==> images/drive_strength.png <==
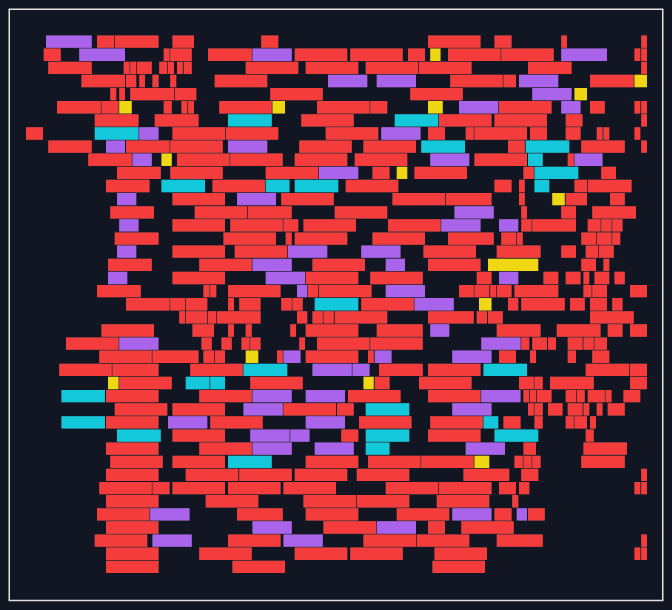
==> images/registers.png <==
The bar under the picture is 50 um long. Other sequential cells in the stronger grey, the rest of the logic in the fainter grey.
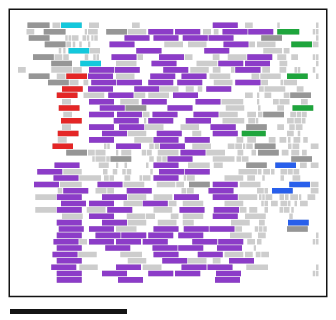
==> images/metal_stack.png <==
Two of the layers only.
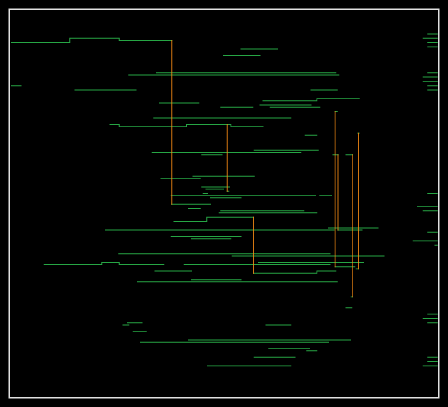
==> images/final_congestion.png <==
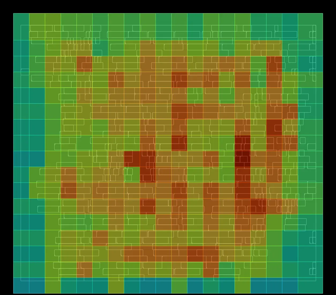
==> images/gate_families.png <==
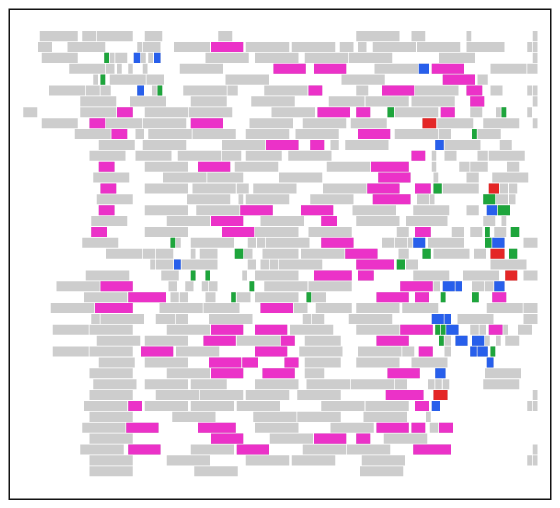
### src/rtl/spi_sample_rx.sv
// spi_sample_rx: SPI mode-0 slave receiver for the bridge I/Q sample stream.
// The three SPI lines are oversampled on MCU_CLK and deserialised MSB first.
// Completed bytes go into a byte FIFO, and each byte is re-emitted as two
// 4-bit samples (high nibble first) over a valid/ready handshake.
// Optional build macro SPI_SAMPLE_RX_SELF_TEST_CHECK_EN adds a checker that
// compares accepted samples with the incrementing self-test nibble pattern.

module spi_sample_rx #(
   parameter int FIFO_DEPTH  = 16,
   parameter int SYNC_STAGES = 2
) (
   input  logic        MCU_CLK,
   input  logic        RESET_P,
   input  logic        MCU_SCK,
   input  logic        MCU_SS,
   input  logic        MCU_MOSI,
   output logic [3:0]  SAMPLE,
   output logic        SAMPLE_VALID,
   input  logic        SAMPLE_READY,
   output logic        FRAME_ERR,
   output logic        OVERFLOW,
   output logic [15:0] ERR_COUNT
);

   localparam int AW = $clog2(FIFO_DEPTH);
   localparam logic [AW:0] PTR_ONE = {{AW{1'b0}}, 1'b1};

   typedef enum logic {
      IDLE,
      SHIFT
   } state_t;

   logic [SYNC_STAGES-1:0] sck_sync;
   logic [SYNC_STAGES-1:0] ss_sync;
   logic [SYNC_STAGES-1:0] mosi_sync;
   logic                   sck_hist;
   logic                   sck_s;
   logic                   ss_s;
   logic                   mosi_s;
   logic                   sck_rise;

   state_t     state;
   state_t     next_state;
   logic [2:0] bit_cnt;
   logic [6:0] shreg;
   logic [7:0] shift_data;
   logic       shift_en;
   logic       byte_done;
   logic       frame_err_set;

   logic [7:0] mem [FIFO_DEPTH];
   logic [AW:0] wr_ptr;
   logic [AW:0] rd_ptr;
   logic [AW:0] vis_ptr;
   logic [AW:0] rd_next;
   logic        full;
   logic        wr_en;
   logic        drop;
   logic        avail;
   logic        next_avail;
   logic [7:0]  head;
   logic [7:0]  next_head;

   logic       phase;
   logic       accept;
   logic       pop;
   logic [3:0] sample_n;
   logic       valid_n;
   logic       phase_n;

   // Synchronise the asynchronous SPI lines and keep one SCK history flop for edge detection
   always_ff @(posedge MCU_CLK or posedge RESET_P) begin
      if (RESET_P) begin
         sck_sync  <= '0;
         ss_sync   <= '1;
         mosi_sync <= '0;
         sck_hist  <= 1'b0;
      end else begin
         sck_sync  <= {sck_sync[SYNC_STAGES-2:0], MCU_SCK};
         ss_sync   <= {ss_sync[SYNC_STAGES-2:0], MCU_SS};
         mosi_sync <= {mosi_sync[SYNC_STAGES-2:0], MCU_MOSI};
         sck_hist  <= sck_sync[SYNC_STAGES-1];
      end
   end

   assign sck_s      = sck_sync[SYNC_STAGES-1];
   assign ss_s       = ss_sync[SYNC_STAGES-1];
   assign mosi_s     = mosi_sync[SYNC_STAGES-1];
   assign sck_rise   = sck_s & ~sck_hist;
   assign shift_data = {shreg, mosi_s};

   // Frame FSM state register
   always_ff @(posedge MCU_CLK or posedge RESET_P) begin
      if (RESET_P) begin
         state <= IDLE;
      end else begin
         state <= next_state;
      end
   end

   // Frame FSM next state; SS deassertion wins over a coincident SCK edge
   always_comb begin
      next_state    = state;
      shift_en      = 1'b0;
      frame_err_set = 1'b0;
      case (state)
         IDLE: begin
            if (!ss_s) begin
               next_state = SHIFT;
            end
         end
         SHIFT: begin
            if (ss_s) begin
               next_state    = IDLE;
               frame_err_set = (bit_cnt != 3'd0);
            end else if (sck_rise) begin
               shift_en = 1'b1;
            end
         end
         default: next_state = IDLE;
      endcase
   end

   assign byte_done = shift_en && (bit_cnt == 3'd7);

   // Bit counter and shift register; the counter is cleared outside an active frame
   always_ff @(posedge MCU_CLK or posedge RESET_P) begin
      if (RESET_P) begin
         bit_cnt   <= 3'd0;
         shreg     <= 7'd0;
         FRAME_ERR <= 1'b0;
      end else begin
         FRAME_ERR <= frame_err_set;
         if (state != SHIFT || ss_s) begin
            bit_cnt <= 3'd0;
         end else if (shift_en) begin
            bit_cnt <= bit_cnt + 3'd1;
            shreg   <= shift_data[6:0];
         end
      end
   end

   // FIFO status; a write is allowed when full if the head is popped in the same cycle
   assign full       = (wr_ptr[AW] != rd_ptr[AW]) && (wr_ptr[AW-1:0] == rd_ptr[AW-1:0]);
   assign wr_en      = byte_done && (!full || pop);
   assign drop       = byte_done && full && !pop;
   assign rd_next    = rd_ptr + PTR_ONE;
   assign avail      = (rd_ptr != vis_ptr);
   assign next_avail = (rd_next != vis_ptr);
   assign head       = mem[rd_ptr[AW-1:0]];
   assign next_head  = mem[rd_next[AW-1:0]];

   // FIFO storage array
   always_ff @(posedge MCU_CLK) begin
      if (wr_en) begin
         mem[wr_ptr[AW-1:0]] <= shift_data;
      end
   end

   // FIFO pointers; the reader sees a write one cycle late through vis_ptr
   always_ff @(posedge MCU_CLK or posedge RESET_P) begin
      if (RESET_P) begin
         wr_ptr   <= '0;
         rd_ptr   <= '0;
         vis_ptr  <= '0;
         OVERFLOW <= 1'b0;
      end else begin
         vis_ptr <= wr_ptr;
         if (wr_en) begin
            wr_ptr <= wr_ptr + PTR_ONE;
         end
         if (pop) begin
            rd_ptr <= rd_next;
         end
         if (drop) begin
            OVERFLOW <= 1'b1;
         end
      end
   end

   assign accept = SAMPLE_VALID && SAMPLE_READY;
   assign pop    = accept && phase;

   // Nibble unpacker: the head byte stays in the FIFO until its low nibble is accepted
   always_comb begin
      sample_n = SAMPLE;
      valid_n  = SAMPLE_VALID;
      phase_n  = phase;
      if (!SAMPLE_VALID) begin
         if (avail) begin
            sample_n = head[7:4];
            valid_n  = 1'b1;
            phase_n  = 1'b0;
         end
      end else if (accept) begin
         if (!phase) begin
            sample_n = head[3:0];
            phase_n  = 1'b1;
         end else if (next_avail) begin
            sample_n = next_head[7:4];
            valid_n  = 1'b1;
            phase_n  = 1'b0;
         end else begin
            sample_n = 4'd0;
            valid_n  = 1'b0;
            phase_n  = 1'b0;
         end
      end
   end

   // Registered sample output
   always_ff @(posedge MCU_CLK or posedge RESET_P) begin
      if (RESET_P) begin
         SAMPLE       <= 4'd0;
         SAMPLE_VALID <= 1'b0;
         phase        <= 1'b0;
      end else begin
         SAMPLE       <= sample_n;
         SAMPLE_VALID <= valid_n;
         phase        <= phase_n;
      end
   end

`ifdef SPI_SAMPLE_RX_SELF_TEST_CHECK_EN
   logic [3:0]  ref_nib;
   logic        seeded;
   logic [15:0] err_cnt;

   // Self-test checker: first accepted sample seeds, later ones must follow by +1
   always_ff @(posedge MCU_CLK or posedge RESET_P) begin
      if (RESET_P) begin
         ref_nib <= 4'd0;
         seeded  <= 1'b0;
         err_cnt <= 16'd0;
      end else if (accept) begin
         seeded  <= 1'b1;
         ref_nib <= SAMPLE;
         if (seeded && (SAMPLE != ref_nib + 4'd1) && (err_cnt != 16'hFFFF)) begin
            err_cnt <= err_cnt + 16'd1;
         end
      end
   end

   assign ERR_COUNT = err_cnt;
`else
   assign ERR_COUNT = 16'd0;
`endif

endmodule

### config.mk
export PLATFORM = sky130hd
export DESIGN_NAME = spi_sample_rx
export DESIGN_NICKNAME = d
export VERILOG_FILES = /design/src/rtl/spi_sample_rx.sv
export SDC_FILE = /design/constraint.sdc
export NUM_CORES = 1
export LEC_CHECK = 0
export ABC_AREA = 0
export CORE_ASPECT_RATIO = 0.9
export CORE_MARGIN = 3
export CORE_UTILIZATION = 50
export CTS_CLUSTER_SIZE = 10
export DETAILED_ROUTE_END_ITERATION = 10
export PLACE_DENSITY_LB_ADDON = 0.15
export SLEW_MARGIN = 40
export SYNTH_ARGS = -nofsm -noshare
export SYNTH_HDL_FRONTEND = slang
export SYNTH_SLANG_ARGS = --single-unit
### constraint.sdc
create_clock -name MCU_CLK -period 6.4 [get_ports MCU_CLK]
set_input_delay 1.28 -clock MCU_CLK [delete_from_list [all_inputs] [get_ports MCU_CLK]]
set_output_delay 1.28 -clock MCU_CLK [all_outputs]
set_load 0.02 [all_outputs]
==> out/qor.yml <==
outcome:
  status: "finished clean"
flow_run:
  warnings: 30
critical_path:
  rrSetupSlack_ps: 3270
  start_kind: "input pin"
  critical_path.max_fanout: 17
  cpPeakStageDelay_ps: 610
  crit_slowest_cell: "nor2_1"
power:
  p_clk_uw: 979
  p_leak_uw: 0.002897
  cell_internal_pwr_uw: 1823
  pg_seq_uw: 1320
  combinationalPower_uw: 32.4
  total_power_uw: 2331
  p_seq_share_pct: 56.6
synthesis:
  synth-async-reset-ratio_pct: 24.26
  ys_sh_xor_pct: 2.788
  ys.flops: 169
  synth-edff-count: 128
  yosysWarnings: 0
  ys_cells: 430
  syn_inst: 430
drt:
  vias: 3857
  via_per_inst: 5.934
  wl_met1_um: 6789
  wl_um: 15510
  met2WireLength_um: 7024
clock_network:
  htreeDepth: 4
  root_buffer: "clkbuf_16"
finish:
  fill_cells: 1086
  largest_register_ffs: 128
  sh_seq_area_pct: 58.66
  layout.nets: 458
  seq_area_um2: 4877
  n_all_inverters: 9
  logic_gates: 229
  area_dominant_class: "registers"
  num-nonclk-buffers: 18
global_routing:
  antenna_found_initial: 0
  grt_max_degree: 50
  overflow: 0
  met1_usage_pct: 30.04
sta:
  rsz0062_at_grt: "false"
  clock_skew_ps: 7.463
  hold_viol_final: 0
die:
  die_area_um2: 16490
  die_h_um: 122.1
Back to the opening pictures, drive_strength.png:
Key: purple = drive 2 [cells 62]; cyan = drive 6 and up [cells 25]; yellow = drive 3 to 4 [cells 15]; red = drive 1 or less [cells 355]

Back to the opening pictures, registers.png:
Key: green = rd_ptr [flops 5, where north-east]; blue = SAMPLE [flops 4]; red = shreg [flops 7]; purple = mem [flops 128]; cyan = bit_cnt [flops 3]
Another 22 sequential cells are not coloured.

Back to the opening pictures, metal_stack.png:
Key: orange = met4 [wire length 251 um]; green = met3 [wire length 1440 um]

Back to the opening pictures, final_congestion.png:
met3 usage: 7.060%
grt peak-use layer: met1
total track usage: 20.43%

Back to the opening pictures, gate_families.png:
Key: magenta = multiplexers [cells 79, most used mux4_2]; green = NAND gates [cells 28, most used nand2_1]; blue = inverting AOI/OAI gates [cells 22, most used a21oi_1]; red = AND-OR and OR-AND gates [cells 5, where east]

cell usage after synthesis, drive strengths merged (3+ instances only):
library cell	instances	area share, %
o2111ai	4	0.47
o21ai	3	0.20
xor2	10	1.3
clkbuf	5	0.25
edfxtp	128	51
mux4	49	15
mux2i	17	2.3
and3	8	0.67
nand4	4	0.33
nor3	12	0.80
inv	9	0.45
or2	3	0.25
nand3	3	0.20
nand2	17	0.85
mux2	13	2.0
xnor2	13	1.5
nor2b	5	0.42
dfrtp	39	13
buf	33	3.0
a211oi	3	0.30
a21oi	5	0.33
ha	8	1.3
nor2	18	0.90
worst max-delay path: cells and delay by family:
kind	cells	cell delay, ps
AOI/OAI and AO/OA	1	250
buffers and inverters	2	760
and+or+nand+nor	3	960
Power and IR drop assume default switching activity.
